## src/rtl/fb_scanout_arbiter.sv

```systemverilog
// rtl/fb_scanout_arbiter.sv - framebuffer RAM owner arbitrating scanout line fetch against pixel writer
module fb_scanout_arbiter #(
    parameter int WIDTH    = 160,
    parameter int HEIGHT   = 144,
    parameter int ADDR_W   = 15,
    parameter int DATA_W   = 16,
    parameter int MAX_WAIT = 8
) (
    input  logic              i_clk,
    input  logic              i_rst_n,
    input  logic              i_frame_start,
    input  logic              i_line_req,
    input  logic              i_fifo_low,
    input  logic              i_wr_req,
    input  logic [ADDR_W-1:0] i_wr_addr,
    input  logic [DATA_W-1:0] i_wr_data,
    output logic              o_wr_ready,
    output logic              o_mem_en,
    output logic              o_mem_we,
    output logic [ADDR_W-1:0] o_mem_addr,
    output logic [DATA_W-1:0] o_mem_wdata,
    input  logic [DATA_W-1:0] i_mem_rdata,
    output logic              o_pix_valid,
    output logic [DATA_W-1:0] o_pix_data,
    output logic              o_line_overrun,
    output logic              o_busy
);
    localparam int COL_W  = $clog2(WIDTH);
    localparam int WAIT_W = $clog2(MAX_WAIT + 1);
    localparam logic [ADDR_W-1:0] LAST_ADDR = ADDR_W'(WIDTH * HEIGHT - 1);
    localparam logic [COL_W-1:0]  LAST_COL  = COL_W'(WIDTH - 1);
    localparam logic [WAIT_W-1:0] WAIT_MAX  = WAIT_W'(MAX_WAIT);

    typedef enum logic {S_IDLE, S_FETCH} state_t;

    state_t            r_state;
    logic [ADDR_W-1:0] r_faddr;
    logic [COL_W-1:0]  r_col;
    logic              r_pending;
    logic [WAIT_W-1:0] r_wait;
    logic              r_last_wr;
    logic              r_rd_v1;
    logic              r_rd_v2;

    logic w_rd_req;
    logic w_rd_grant;
    logic w_wr_grant;
    logic w_rd_take;
    logic w_last_col;

    assign w_rd_req = (r_state == S_FETCH);

    always_comb begin
        w_rd_grant = 1'b0;
        w_wr_grant = 1'b0;
        if (w_rd_req && i_wr_req) begin
            if (i_fifo_low)
                w_rd_grant = 1'b1;
            else if (r_wait == WAIT_MAX)
                w_wr_grant = 1'b1;
            else if (r_last_wr)
                w_rd_grant = 1'b1;
            else
                w_wr_grant = 1'b1;
        end else begin
            w_rd_grant = w_rd_req;
            w_wr_grant = i_wr_req;
        end
    end

    // A read granted on a frame_start edge is thrown away, not issued.
    assign w_rd_take  = w_rd_grant & ~i_frame_start;
    assign w_last_col = (r_col == LAST_COL);
    assign o_wr_ready = w_wr_grant & i_rst_n;
    assign o_busy     = (r_state == S_FETCH);

    always_ff @(posedge i_clk or negedge i_rst_n) begin
        if (!i_rst_n) begin
            r_state        <= S_IDLE;
            r_faddr        <= '0;
            r_col          <= '0;
            r_pending      <= 1'b0;
            r_wait         <= '0;
            r_last_wr      <= 1'b1;
            r_rd_v1        <= 1'b0;
            r_rd_v2        <= 1'b0;
            o_mem_en       <= 1'b0;
            o_mem_we       <= 1'b0;
            o_mem_addr     <= '0;
            o_mem_wdata    <= '0;
            o_pix_valid    <= 1'b0;
            o_pix_data     <= '0;
            o_line_overrun <= 1'b0;
        end else begin
            if (w_wr_grant) begin
                o_mem_en    <= 1'b1;
                o_mem_we    <= 1'b1;
                o_mem_addr  <= i_wr_addr;
                o_mem_wdata <= i_wr_data;
            end else if (w_rd_take) begin
                o_mem_en   <= 1'b1;
                o_mem_we   <= 1'b0;
                o_mem_addr <= r_faddr;
            end else begin
                o_mem_en <= 1'b0;
                o_mem_we <= 1'b0;
            end

            if (w_wr_grant || w_rd_take)
                r_last_wr <= w_wr_grant;

            if (w_wr_grant)
                r_wait <= '0;
            else if (i_wr_req && r_wait != WAIT_MAX)
                r_wait <= r_wait + WAIT_W'(1);

            // RAM returns data one cycle after the strobe; pixel is registered one cycle later.
            r_rd_v1     <= w_rd_take;
            r_rd_v2     <= r_rd_v1;
            o_pix_valid <= r_rd_v2;
            if (r_rd_v2)
                o_pix_data <= i_mem_rdata;

            if (i_frame_start) begin
                r_state        <= S_IDLE;
                r_faddr        <= '0;
                r_col          <= '0;
                r_pending      <= 1'b0;
                o_line_overrun <= 1'b0;
                r_rd_v1        <= 1'b0;
                r_rd_v2        <= 1'b0;
                o_pix_valid    <= 1'b0;
            end else begin
                case (r_state)
                    S_IDLE: begin
                        if (i_line_req || r_pending) begin
                            r_state   <= S_FETCH;
                            r_col     <= '0;
                            r_pending <= r_pending & i_line_req;
                        end
                    end
                    S_FETCH: begin
                        if (w_rd_take) begin
                            r_faddr <= (r_faddr == LAST_ADDR) ? '0 : r_faddr + ADDR_W'(1);
                            r_col   <= r_col + COL_W'(1);
                        end
                        if (w_rd_take && w_last_col) begin
                            r_col <= '0;
                            if (r_pending || i_line_req)
                                r_pending <= r_pending & i_line_req;
                            else
                                r_state <= S_IDLE;
                        end else if (i_line_req) begin
                            if (!r_pending)
                                r_pending <= 1'b1;
                            else
                                o_line_overrun <= 1'b1;
                        end
                    end
                    default: r_state <= S_IDLE;
                endcase
            end
        end
    end
endmodule

```

## config.mk

```make
export PLATFORM = sky130hd
export DESIGN_NAME = fb_scanout_arbiter
export DESIGN_NICKNAME = d
export VERILOG_FILES = /design/src/rtl/fb_scanout_arbiter.sv
export SDC_FILE = /design/constraint.sdc
export NUM_CORES = 1
export LEC_CHECK = 0
export ABC_AREA = 1
export CELL_PAD_IN_SITES_DETAIL_PLACEMENT = 0
export CELL_PAD_IN_SITES_GLOBAL_PLACEMENT = 2
export CORE_MARGIN = 3
export CORE_UTILIZATION = 28
export CTS_BUF_LIST = sky130_fd_sc_hd__clkbuf_4 sky130_fd_sc_hd__clkbuf_8
export DETAILED_ROUTE_END_ITERATION = 12
export PLACE_DENSITY = 0.88
export SKIP_CTS_REPAIR_TIMING = 1
export SLEW_MARGIN = 30
export SYNTH_ARGS = -nofsm -noshare
export SYNTH_HDL_FRONTEND = slang
export SYNTH_SLANG_ARGS = --single-unit
```

## constraint.sdc

```tcl
create_clock -name i_clk -period 1.6 [get_ports i_clk]
set_input_delay 0.16 -clock i_clk [delete_from_list [all_inputs] [get_ports i_clk]]
set_output_delay 0.16 -clock i_clk [all_outputs]
set_load 0.05 [all_outputs]
```

Run 1, clock distribution:
The bar under the picture is 20 µm long.
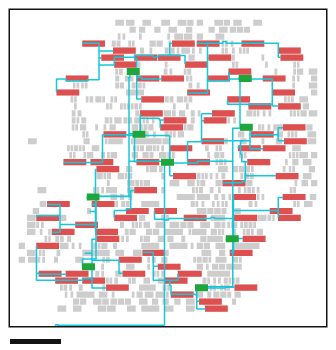
[green] clock drivers | count: 9
[red] flip-flops | count: 83
[cyan] clock wires | length: 1,190 µm
flops lie	spread over the die
clock share of power: 26.6%
clock network power: 1.81 mW
Clock Skew: 0.009102 ns
clk_lat worst skew: 0.37 ns

Run 1, placed standard cells:
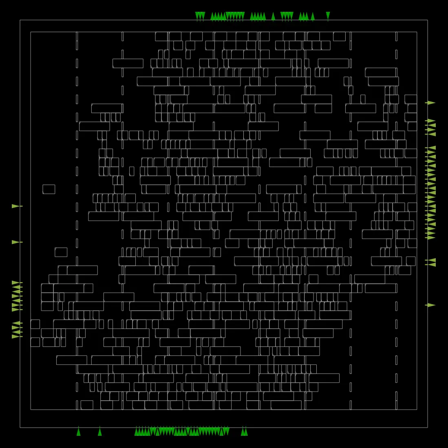
Well Taps: 176
final core utilization: 42.81%

==> changes_impl.md, run 1 <==
## Flow update

- Minimum clock period: around 1.8 ns
- Largest registers: o_mem_wdata x16, o_pix_data x16
- WP data arrival: 1.66 ns
- Yosys cell types: 32
- Final Max Tran Viols: 0
- Worst min-delay path startpoint: i_wr_data[9]
- Clock-cell share of area: 4.095%
- Dominant logic cell type in the layout: nand2_1
- Failing checks: negative setup slack
- FF+latch area: 2079 µm²
- Antenna violations before repair: 0
- Least-Margin Pin Slew: 0.4594 ns
- Gr usage total: between 10% and 20%
- Area Growth Syn to Fin: 48.33%
- Number of global-route vias before repair: 3,494
- Tool Warnings: 28
- Sw frac: 37.09%
- Flop share of the area: 36.39%
- Max clock buf depth: 2
- Wire length per cell: 13.30 µm
- Setup_tns: -0.4139 ns
- Largest fanout on the critical path: 5
- Hold Vio Cnt, Final: 0
- Logic Gate Count: 337
- Clk sinks: 83
- Share of layout cells above drive strength 1: 23.79%
- RSZ-0062 raised after global routing: yes
- Largest net degree at the start of global routing: 84
- Die Width: 123.3 µm
- CTS root buf: clkbuf_8
- Gate Area: 1668 µm²
- Crit path to: o_wr_ready
- Final Worst Setup Slack: -0.2228 ns
- Outcome: finished with violations
- Clock-pin slew on the worst setup and hold paths: 0.08 ns
- Fmax: 548.6 MHz
- Max power group: sequential cells
- TritonCTS clock tree: yes
- Yosys Instances: 466
- Placement Setup Slack: -0.07920 ns
- Leak: between 2 and 3 nW
- Grt total ovfl: 0
- Final Setup Violations: 6
Run 1, the metal 3 layer:
The bar under the picture is 20 µm long.
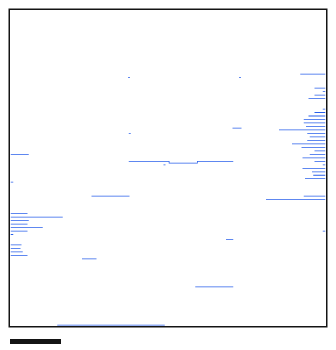
main direction	horizontal
share of all routed wire	3.8%
longest straight run	41.6 µm
nets with wire on the layer	44

==> inputs of run 2 (changes only) <==
--- a/config.mk
+++ b/config.mk
@@ -9,10 +9,10 @@
 export CELL_PAD_IN_SITES_DETAIL_PLACEMENT = 0
 export CELL_PAD_IN_SITES_GLOBAL_PLACEMENT = 2
 export CORE_MARGIN = 3
-export CORE_UTILIZATION = 28
+export CORE_UTILIZATION = 26
 export CTS_BUF_LIST = sky130_fd_sc_hd__clkbuf_4 sky130_fd_sc_hd__clkbuf_8
 export DETAILED_ROUTE_END_ITERATION = 12
-export PLACE_DENSITY = 0.88
+export PLACE_DENSITY = 0.86
 export SKIP_CTS_REPAIR_TIMING = 1
 export SLEW_MARGIN = 30
 export SYNTH_ARGS = -nofsm -noshare
==> constraint.sdc (replaced) <==
create_clock -name i_clk -period 1.5 [get_ports i_clk]
set_input_delay 0.15 -clock i_clk [delete_from_list [all_inputs] [get_ports i_clk]]
set_output_delay 0.15 -clock i_clk [all_outputs]
set_load 0.05 [all_outputs]
==> changes_impl.md, run 2 <==
## Flow update

- Dominant logic cell type in the layout: nand2_1
- Leak: 2.806 nW (+1.4%)
- Yosys cell types: 32 (unchanged)
- Final Max Tran Viols: 0 (unchanged)
- Share of layout cells above drive strength 1: 26.47% (+2.7 points)
- Antenna violations before repair: 0 (unchanged)
- Final Worst Setup Slack: -0.2997 ns (-0.07693 ns)
- Clock share of power: 23.9% (-2.7 points)
- Max clock buf depth: 2 (unchanged)
- Worst Path Buf+Inv: 3
- Largest registers: o_mem_wdata x16, o_pix_data x16
- Failing checks: negative setup slack
- Gate Area: 1708 µm² (+2.4%)
- Clock Skew: 0.008325 ns (-0.0007767 ns)
- Wire length per cell: 13.85 µm (+4.2%)
- Clk_lat worst skew: 0.37 ns (about the same)
- Logic Gate Count: 337 (unchanged)
- Setup_tns: -1.256 ns (-0.8424 ns)
- Clock-pin slew on the worst setup and hold paths: 0.09 ns (about the same)
- WP data arrival: 1.65 ns (about the same)
- Largest net degree at the start of global routing: 84 (unchanged)
- Outcome: finished with violations
- Number of global-route vias before repair: 3,623 (+3.7%)
- Clock network power: 1.69 mW (-7%)
- Minimum clock period: 1.800 ns
- Yosys Instances: 466 (unchanged)
- FF+latch area: 2079 µm² (unchanged)
- Final Setup Violations: 32 (+26)
- Sw frac: 39.12% (+2.0 points)
- Largest fanout on the critical path: 3 (-2)
- Hold Vio Cnt, Final: 0 (unchanged)
- Grt total ovfl: 0 (unchanged)
- TritonCTS clock tree: yes
- Flop share of the area: 35.63% (-0.76 points)
- Max power group: sequential cells
- RSZ-0062 raised after global routing: yes
- Well Taps: 180 (+2.3%)
- Least-Margin Pin Slew: 0.4513 ns (-0.008124 ns)
- Placement Setup Slack: -0.1945 ns (-0.1153 ns)
- Clk sinks: 83 (unchanged)
- Die Width: 127.7 µm (+3.6%)
Run 2, wiring by layer:
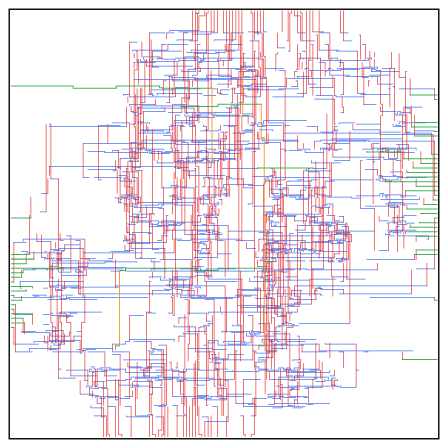
color	layer	wire length
orange	metal 4	132 µm
red	metal 2	5,550 µm
blue	metal 1	5,140 µm
green	metal 3	418 µm
Vias: 3,622
gr usage total: 13.50%

Run 2, clock distribution:
The bar under the picture is 50 µm long.
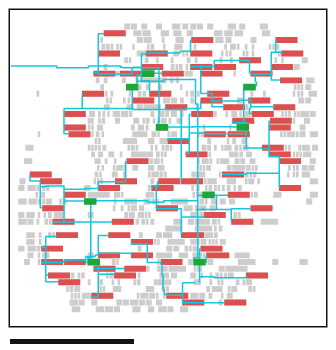
[cyan] clock wires | length: 1,240 µm
[green] clock drivers | count: 9
[red] flip-flops | count: 83
flops lie	spread over the die

Run 2, the metal 3 layer:
The bar under the picture is 50 µm long.
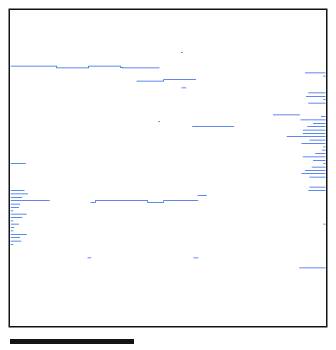
main direction	horizontal
longest straight run	21.2 µm
share of all routed wire	3.7%
nets with wire on the layer	51
wire length on this layer	418 µm

==> inputs of run 3 (changes only) <==
--- a/config.mk
+++ b/config.mk
@@ -18,3 +18,4 @@
 export SYNTH_ARGS = -nofsm -noshare
 export SYNTH_HDL_FRONTEND = slang
 export SYNTH_SLANG_ARGS = --single-unit
+export TNS_END_PERCENT = 30
==> changes_impl.md, run 3 <==
## Flow update

- Outcome: finished with violations
- Failing checks: negative setup slack
- Logic Gate Count: 337 (unchanged)
- Leak: 2.799 nW (-0.23%)
- Yosys cell types: 32 (unchanged)
- Largest registers: o_mem_wdata x16, o_pix_data x16
- Sw frac: 39.09% (about the same)
- Largest fanout on the critical path: 3 (unchanged)
- Final Setup Violations: 26 (-19%)
- Final Worst Setup Slack: -0.3020 ns (-0.002274 ns)
- Yosys Instances: 466 (unchanged)
- Gr usage total: 13.50% (unchanged)
- RSZ-0062 raised after global routing: yes
- Die Width: 127.7 µm (unchanged)
- Dominant logic cell type in the layout: nand2_1
- Hold Vio Cnt, Final: 0 (unchanged)
- Wire length per cell: 13.81 µm (-0.27%)
- Well Taps: 180 (unchanged)
- Grt total ovfl: 0 (unchanged)
- Placement Setup Slack: -0.1945 ns (unchanged)
- Largest net degree at the start of global routing: 84 (unchanged)
- Clk sinks: 83 (unchanged)
- Clock share of power: 23.9% (about the same)
- Clock Skew: 0.008012 ns (-0.0003129 ns)
- TritonCTS clock tree: yes
- Vias: 3,634 (+0.33%)
- FF+latch area: 2079 µm² (unchanged)
- Worst Path Buf+Inv: 3 (unchanged)
- Max clock buf depth: 2 (unchanged)
- Number of global-route vias before repair: 3,623 (unchanged)
Run 3, placed standard cells:
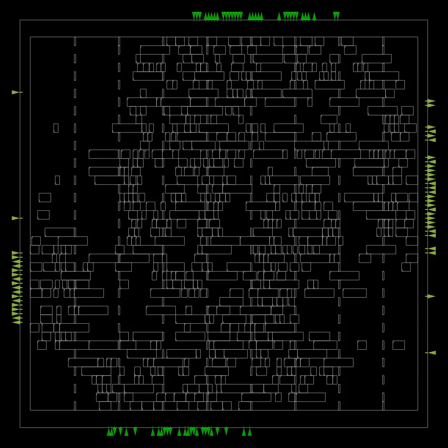
final core utilization: 40.86%
fillcell total: 1,456
Core Footprint: 14,200 µm²

Run 3, clock distribution:
The bar under the picture is 50 µm long.
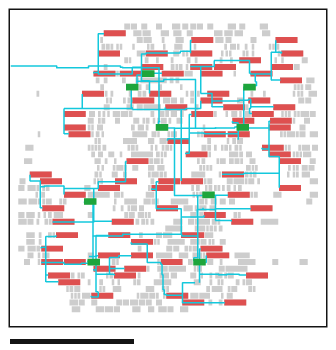
[cyan] clock wires | length: 1,240 µm
[green] clock drivers | count: 9
[red] flip-flops | count: 83
flops lie	spread over the die

Run 3, the metal 3 layer:
The bar under the picture is 50 µm long.
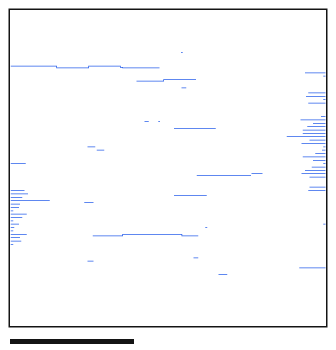
nets with wire on the layer	56
main direction	horizontal

No activity file was given, so power comes from the tool's default toggle rates.
